### Register map, names as in the netlist

Drawn at 1 px/um. Other sequential cells in the stronger grey, the rest of the logic in the fainter grey.
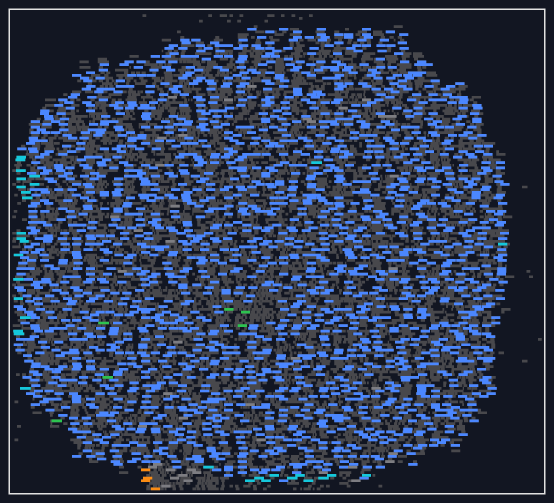
### The metal 2 layer

Drawn at 1 px/um.
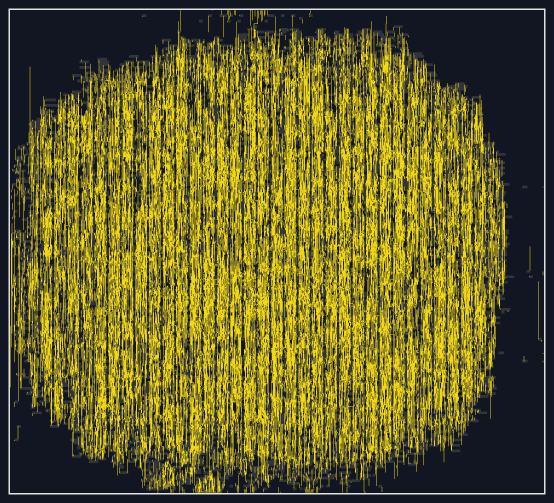
<file path="config.mk">
export PLATFORM = sky130hd
export DESIGN_NAME = apb_slave_regfile
export DESIGN_NICKNAME = d
export VERILOG_FILES = /design/src/rtl/apb_slv_pkg.sv /design/src/rtl/apb_slave_wait_ctr.sv /design/src/rtl/apb_slave_regfile.sv
export SDC_FILE = /design/constraint.sdc
export NUM_CORES = 2
export LEC_CHECK = 0
export CAP_MARGIN = 20
export CORE_AREA = 2 2 532 481
export CTS_CLUSTER_DIAMETER = 30
export DETAILED_ROUTE_END_ITERATION = 7
export DIE_AREA = 0 0 534 483
export HOLD_SLACK_MARGIN = 0.05
export PLACE_DENSITY = 0.62
export SLEW_MARGIN = 40
export SYNTH_ARGS = -nofsm -noshare
export SYNTH_HDL_FRONTEND = slang
export SYNTH_SLANG_ARGS = --single-unit
</file>
<file path="constraint.sdc">
create_clock -name clk -period 128.4 [get_ports clk]
set_input_delay 12.84 -clock clk [delete_from_list [all_inputs] [get_ports clk]]
set_output_delay 12.84 -clock clk [all_outputs]
set_load 0.005 [all_outputs]
</file>
<file path="src/rtl/apb_slv_pkg.sv">
// Shared types and helpers for the APB register-file slave.
// byte_merge is only used when APB_SLAVE_PSTRB_EN is defined.
package apb_slv_pkg;

  typedef enum logic {
    IDLE   = 1'b0,
    ACCESS = 1'b1
  } apb_slv_state_e;

  localparam int MAX_DATA_WIDTH = 32;
  localparam int BYTES          = MAX_DATA_WIDTH / 8;

  // Narrower data widths are zero-extended into the widest word.
  function automatic logic [MAX_DATA_WIDTH-1:0] byte_merge(
    input logic [MAX_DATA_WIDTH-1:0] old_word,
    input logic [MAX_DATA_WIDTH-1:0] new_word,
    input logic [BYTES-1:0]          strb
  );
    logic [MAX_DATA_WIDTH-1:0] result;
    result = old_word;
    for (int i = 0; i < BYTES; i++) begin
      if (strb[i]) result[8*i +: 8] = new_word[8*i +: 8];
    end
    return result;
  endfunction

endpackage

</file>
<file path="src/rtl/apb_slave_wait_ctr.sv">
// Wait-state counter: loads a terminal value at setup, counts up during the access
// phase and flags the increment that reaches the terminal value.
module apb_slave_wait_ctr #(
  parameter int WIDTH = 4
) (
  input  logic             clk,
  input  logic             reset,
  input  logic             clear,
  input  logic             load,
  input  logic             inc,
  input  logic [WIDTH-1:0] load_value,
  output logic             tc_next
);

  logic [WIDTH-1:0] count_reg;
  logic [WIDTH-1:0] term_reg;

  always_ff @(posedge clk or posedge reset) begin
    if (reset) begin
      count_reg <= '0;
      term_reg  <= '0;
    end else if (clear) begin
      count_reg <= '0;
    end else if (load) begin
      count_reg <= '0;
      term_reg  <= load_value;
    end else if (inc) begin
      count_reg <= count_reg + 1'b1;
    end
  end

  // Extra bit keeps the compare exact when the terminal value is all ones.
  assign tc_next = (({1'b0, count_reg} + 1'b1) == {1'b0, term_reg});

endmodule

</file>
<file path="src/rtl/apb_slave_regfile.sv">
// APB3 word-addressed register file with programmable wait states and PSLVERR decode.
// Define APB_SLAVE_PSTRB_EN for APB4 byte strobes (pstrb port).
module apb_slave_regfile
  import apb_slv_pkg::*;
#(
  parameter int                    ADDR_WIDTH = 32,
  parameter int                    DATA_WIDTH = 32,
  parameter int                    DEPTH      = 64,
  parameter logic [ADDR_WIDTH-1:0] BASE_ADDR  = 32'h0000_0000,
  parameter int                    MAX_WAIT   = 15
) (
  input  logic                            clk,
  input  logic                            reset,
  input  logic                            psel,
  input  logic                            penable,
  input  logic                            pwrite,
  input  logic [ADDR_WIDTH-1:0]           paddr,
  input  logic [DATA_WIDTH-1:0]           pwdata,
`ifdef APB_SLAVE_PSTRB_EN
  input  logic [DATA_WIDTH/8-1:0]         pstrb,
`endif
  input  logic [$clog2(MAX_WAIT+1)-1:0]   cfg_wait,
  output logic [DATA_WIDTH-1:0]           prdata,
  output logic                            pready,
  output logic                            pslverr
);

  localparam int NB    = DATA_WIDTH / 8;
  localparam int IDX_W = $clog2(DEPTH);
  localparam int CW    = $clog2(MAX_WAIT + 1);
  localparam int SPAN  = DEPTH * NB;

  apb_slv_state_e state, state_next;

  logic [DATA_WIDTH-1:0] mem [DEPTH];

  logic [IDX_W-1:0]      idx_reg;
  logic                  err_reg;
  logic                  write_reg;
  logic [DATA_WIDTH-1:0] wdata_reg;
`ifdef APB_SLAVE_PSTRB_EN
  logic [NB-1:0]         strb_reg;
`endif

  logic [DATA_WIDTH-1:0] prdata_next;
  logic                  pready_next;
  logic                  pslverr_next;
  logic                  ctr_load, ctr_clear, ctr_inc, ctr_tc_next;
  logic                  mem_we;
  logic [DATA_WIDTH-1:0] merged;

  // Decode of the live bus address, consumed on the setup edge.
  logic [ADDR_WIDTH-1:0] offset;
  logic                  live_err;
  logic [IDX_W-1:0]      live_idx;
  logic [CW-1:0]         wait_clamped;
  logic                  setup;

  assign offset   = paddr - BASE_ADDR;
  assign live_idx = IDX_W'(offset >> $clog2(NB));
`ifdef APB_SLAVE_PSTRB_EN
  assign live_err = (offset >= ADDR_WIDTH'(SPAN)) || ((paddr & ADDR_WIDTH'(NB - 1)) != '0)
                    || (!pwrite && (pstrb != '0));
`else
  assign live_err = (offset >= ADDR_WIDTH'(SPAN)) || ((paddr & ADDR_WIDTH'(NB - 1)) != '0);
`endif
  assign wait_clamped = ({1'b0, cfg_wait} > (CW+1)'(MAX_WAIT)) ? CW'(MAX_WAIT) : cfg_wait;
  assign setup        = psel && !penable;

  apb_slave_wait_ctr #(.WIDTH(CW)) u_wait_ctr (
    .clk        (clk),
    .reset      (reset),
    .clear      (ctr_clear),
    .load       (ctr_load),
    .inc        (ctr_inc),
    .load_value (wait_clamped),
    .tc_next    (ctr_tc_next)
  );

  always_ff @(posedge clk or posedge reset) begin
    if (reset) state <= IDLE;
    else       state <= state_next;
  end

  always_comb begin
    state_next   = state;
    pready_next  = 1'b0;
    pslverr_next = 1'b0;
    prdata_next  = '0;
    ctr_load     = 1'b0;
    ctr_clear    = 1'b0;
    ctr_inc      = 1'b0;
    mem_we       = 1'b0;
    case (state)
      IDLE: begin
        if (setup) begin
          state_next = ACCESS;
          ctr_load   = 1'b1;
          if (wait_clamped == '0) begin
            pready_next  = 1'b1;
            pslverr_next = live_err;
            prdata_next  = (live_err || pwrite) ? '0 : mem[live_idx];
          end
        end
      end
      ACCESS: begin
        if (!(psel && penable)) begin
          state_next = IDLE;
          ctr_clear  = 1'b1;
        end else if (pready) begin
          state_next = IDLE;
          ctr_clear  = 1'b1;
          mem_we     = write_reg && !err_reg;
        end else begin
          ctr_inc = 1'b1;
          if (ctr_tc_next) begin
            pready_next  = 1'b1;
            pslverr_next = err_reg;
            prdata_next  = (err_reg || write_reg) ? '0 : mem[idx_reg];
          end
        end
      end
      default: state_next = IDLE;
    endcase
  end

  always_ff @(posedge clk or posedge reset) begin
    if (reset) begin
      pready  <= 1'b0;
      pslverr <= 1'b0;
      prdata  <= '0;
    end else begin
      pready  <= pready_next;
      pslverr <= pslverr_next;
      prdata  <= prdata_next;
    end
  end

  always_ff @(posedge clk or posedge reset) begin
    if (reset) begin
      idx_reg   <= '0;
      err_reg   <= 1'b0;
      write_reg <= 1'b0;
      wdata_reg <= '0;
`ifdef APB_SLAVE_PSTRB_EN
      strb_reg  <= '0;
`endif
    end else if (ctr_load) begin
      idx_reg   <= live_idx;
      err_reg   <= live_err;
      write_reg <= pwrite;
      wdata_reg <= pwdata;
`ifdef APB_SLAVE_PSTRB_EN
      strb_reg  <= pstrb;
`endif
    end
  end

`ifdef APB_SLAVE_PSTRB_EN
  assign merged = DATA_WIDTH'(byte_merge(MAX_DATA_WIDTH'(mem[idx_reg]),
                                         MAX_DATA_WIDTH'(wdata_reg), BYTES'(strb_reg)));
`else
  assign merged = wdata_reg;
`endif

  // Register array rather than block RAM: every word must clear on reset.
  always_ff @(posedge clk or posedge reset) begin
    if (reset) begin
      for (int i = 0; i < DEPTH; i++) mem[i] <= '0;
    end else if (mem_we) begin
      mem[idx_reg] <= merged;
    end
  end

endmodule
</file>
==> reports/results.env <==
CTS_HOLD_REPAIR.BUFFERS=0
DP_HPWL_MM=271
CTS-HTREE-LEVELS=5
DR.MAX_LAYER_USED='met5'
SYN_AREA_UM2=113000
SYNTH-EDFF-COUNT=0
CTS_ROOT_BUFFER='sky130_fd_sc_hd__clkbuf_16'
POSTSYNTH.ASYNCRESETSHARE=1.00
CORE_UTIL_FLOORPLAN=0.448
AREA_SHARE_CLOCK_BUF_INV=0.122
SYN_INST=8078
NUM-CLOCK-BUFFERS=609
FINALWEIGHTEDCONGESTION=0.903
COREAREA_UM2=252000
GRT_SETUP_UNREPAIRED='false'
LAYOUT.CELLS.MOST_COMMON='sky130_fd_sc_hd__dfrtp_1'
FF2FF_SETUP_SLACK_PS=122740
RESULT_OF_THE_RUN='finished clean'
ENDPOINT_CLASS_OF_THE_CRITICAL_PATH='register'
GRT_MAX_DEGREE=145
DRCVIOLATIONCOUNT=0
PATH_CLK_SLEW_PS=50
CRIT_TYPE='in2reg'
PERIOD_NEEDED_PS=16500
PORT_BUFFERS=106
CLOCK.FMAX_MHz=60.6
SYNTHESIS.NETS=8152
About 'Register map, names as in the netlist':
`mem` -> blue  # placed flops 2,048, where widely spread
`merged` -> cyan  # placed flops 32
`u_wait_ctr.term_reg` -> orange  # placed flops 4, where bottom left
`idx_reg` -> green  # placed flops 6
not coloured = 41

About 'The metal 2 layer':
main direction = vertical
longest straight run = 173 um
wire length on this layer = 195 mm
share of all routed wire = 42%
nets with wire on the layer = 7,378
M2 GR Usage: 0.495
detailed-route wire length: 466 mm

## metal layers
layer | vias up | track usage
met3 | 1759 | 0.131
li1 | 31500 | -
met2 | 6414 | 0.495
met1 | 44200 | 0.474
met5 | - | 0
met4 | 28 | 0.218
## worst max-delay path by stage
stage / end / slack (ps) / cells after the start
after detailed placement: mem[1842]$_DFFE_PP0P_ / 110530 / 7
after CTS: mem[2028]$_DFFE_PP0P_ / 111550 / 7
after floorplan: err_reg$_DFFE_PP0P_ / 55360 / 1
after global routing: mem[2028]$_DFFE_PP0P_ / 111510 / 7
after global placement: mem[2028]$_DFFE_PP0P_ / 110320 / 7
final: prdata[5]$_DFF_PP0_ / 111900 / 10
## power by group through the flow
stage	clock, uW	sequential [uW]	combinational, uW
5_1_grt	1290	694	244
3_3_place_gp	0	702	226
6_report	1250	693	244
4_1_cts	1250	693	230
3_5_place_dp	0	703	229
2_1_floorplan	0	691	138
## cells by family after synthesis
logic type / Yosys count / synth area share
flip-flops: 2131 / 0.472
AND-OR/OR-AND: 1207 / 0.0767
adder cells (fa/ha/maj): 1 / 0.000111
AND/OR/NAND/NOR: 520 / 0.0212
XOR/XNOR: 6 / 0.000465
buffers and inverters: 910 / 0.0394
multiplexers: 3303 / 0.390
## per-stage QoR
stage	hold WS (ps)	power (uW)	setup WS, ps	std cells
final	500	2190	111900	11800
after global routing	515	2230	111510	11800
after CTS	502	2180	111550	11800
after detailed placement	491	932	110530	11000
after global placement	482	929	110320	10900
after floorplan	468	829	55360	8078
## cells in the mapped netlist, drive strengths merged (5+ instances only)
| cell type | n |
|---|---|
| a211oi | 53 |
| a21oi | 179 |
| a221o | 37 |
| a221oi | 303 |
| a222oi | 15 |
| a22o | 41 |
| a22oi | 156 |
| a31oi | 10 |
| a32oi | 6 |
| and2 | 10 |
| and3 | 8 |
| buf | 538 |
| clkbuf | 360 |
| dfrtp | 2131 |
| inv | 12 |
| mux2 | 2312 |
| mux2i | 341 |
| mux4 | 650 |
| nand2 | 176 |
| nand2b | 11 |
| nand3 | 23 |
| nand4 | 9 |
| nor2 | 179 |
| nor2b | 41 |
| nor3 | 17 |
| nor3b | 7 |
| nor4 | 20 |
| nor4b | 7 |
| o2111ai | 5 |
| o211ai | 21 |
| o21ai | 177 |
| o221ai | 29 |
| o22a | 6 |
| o22ai | 128 |
| o2bb2ai | 15 |
| o311ai | 6 |
| o32ai | 5 |
## worst register-to-register path: stages (launching register included)
cell and delay, ps:
sky130_fd_sc_hd__dfrtp_4 640, sky130_fd_sc_hd__buf_4 530, sky130_fd_sc_hd__buf_4 790, sky130_fd_sc_hd__buf_4 820, sky130_fd_sc_hd__inv_6 400, sky130_fd_sc_hd__nand2_1 810
sky130_fd_sc_hd__o22ai_1 180, sky130_fd_sc_hd__o21ai_1 540, sky130_fd_sc_hd__o211ai_1 250, sky130_fd_sc_hd__nor4b_1 400, sky130_fd_sc_hd__o22ai_1 140
Power and IR drop assume default switching activity.
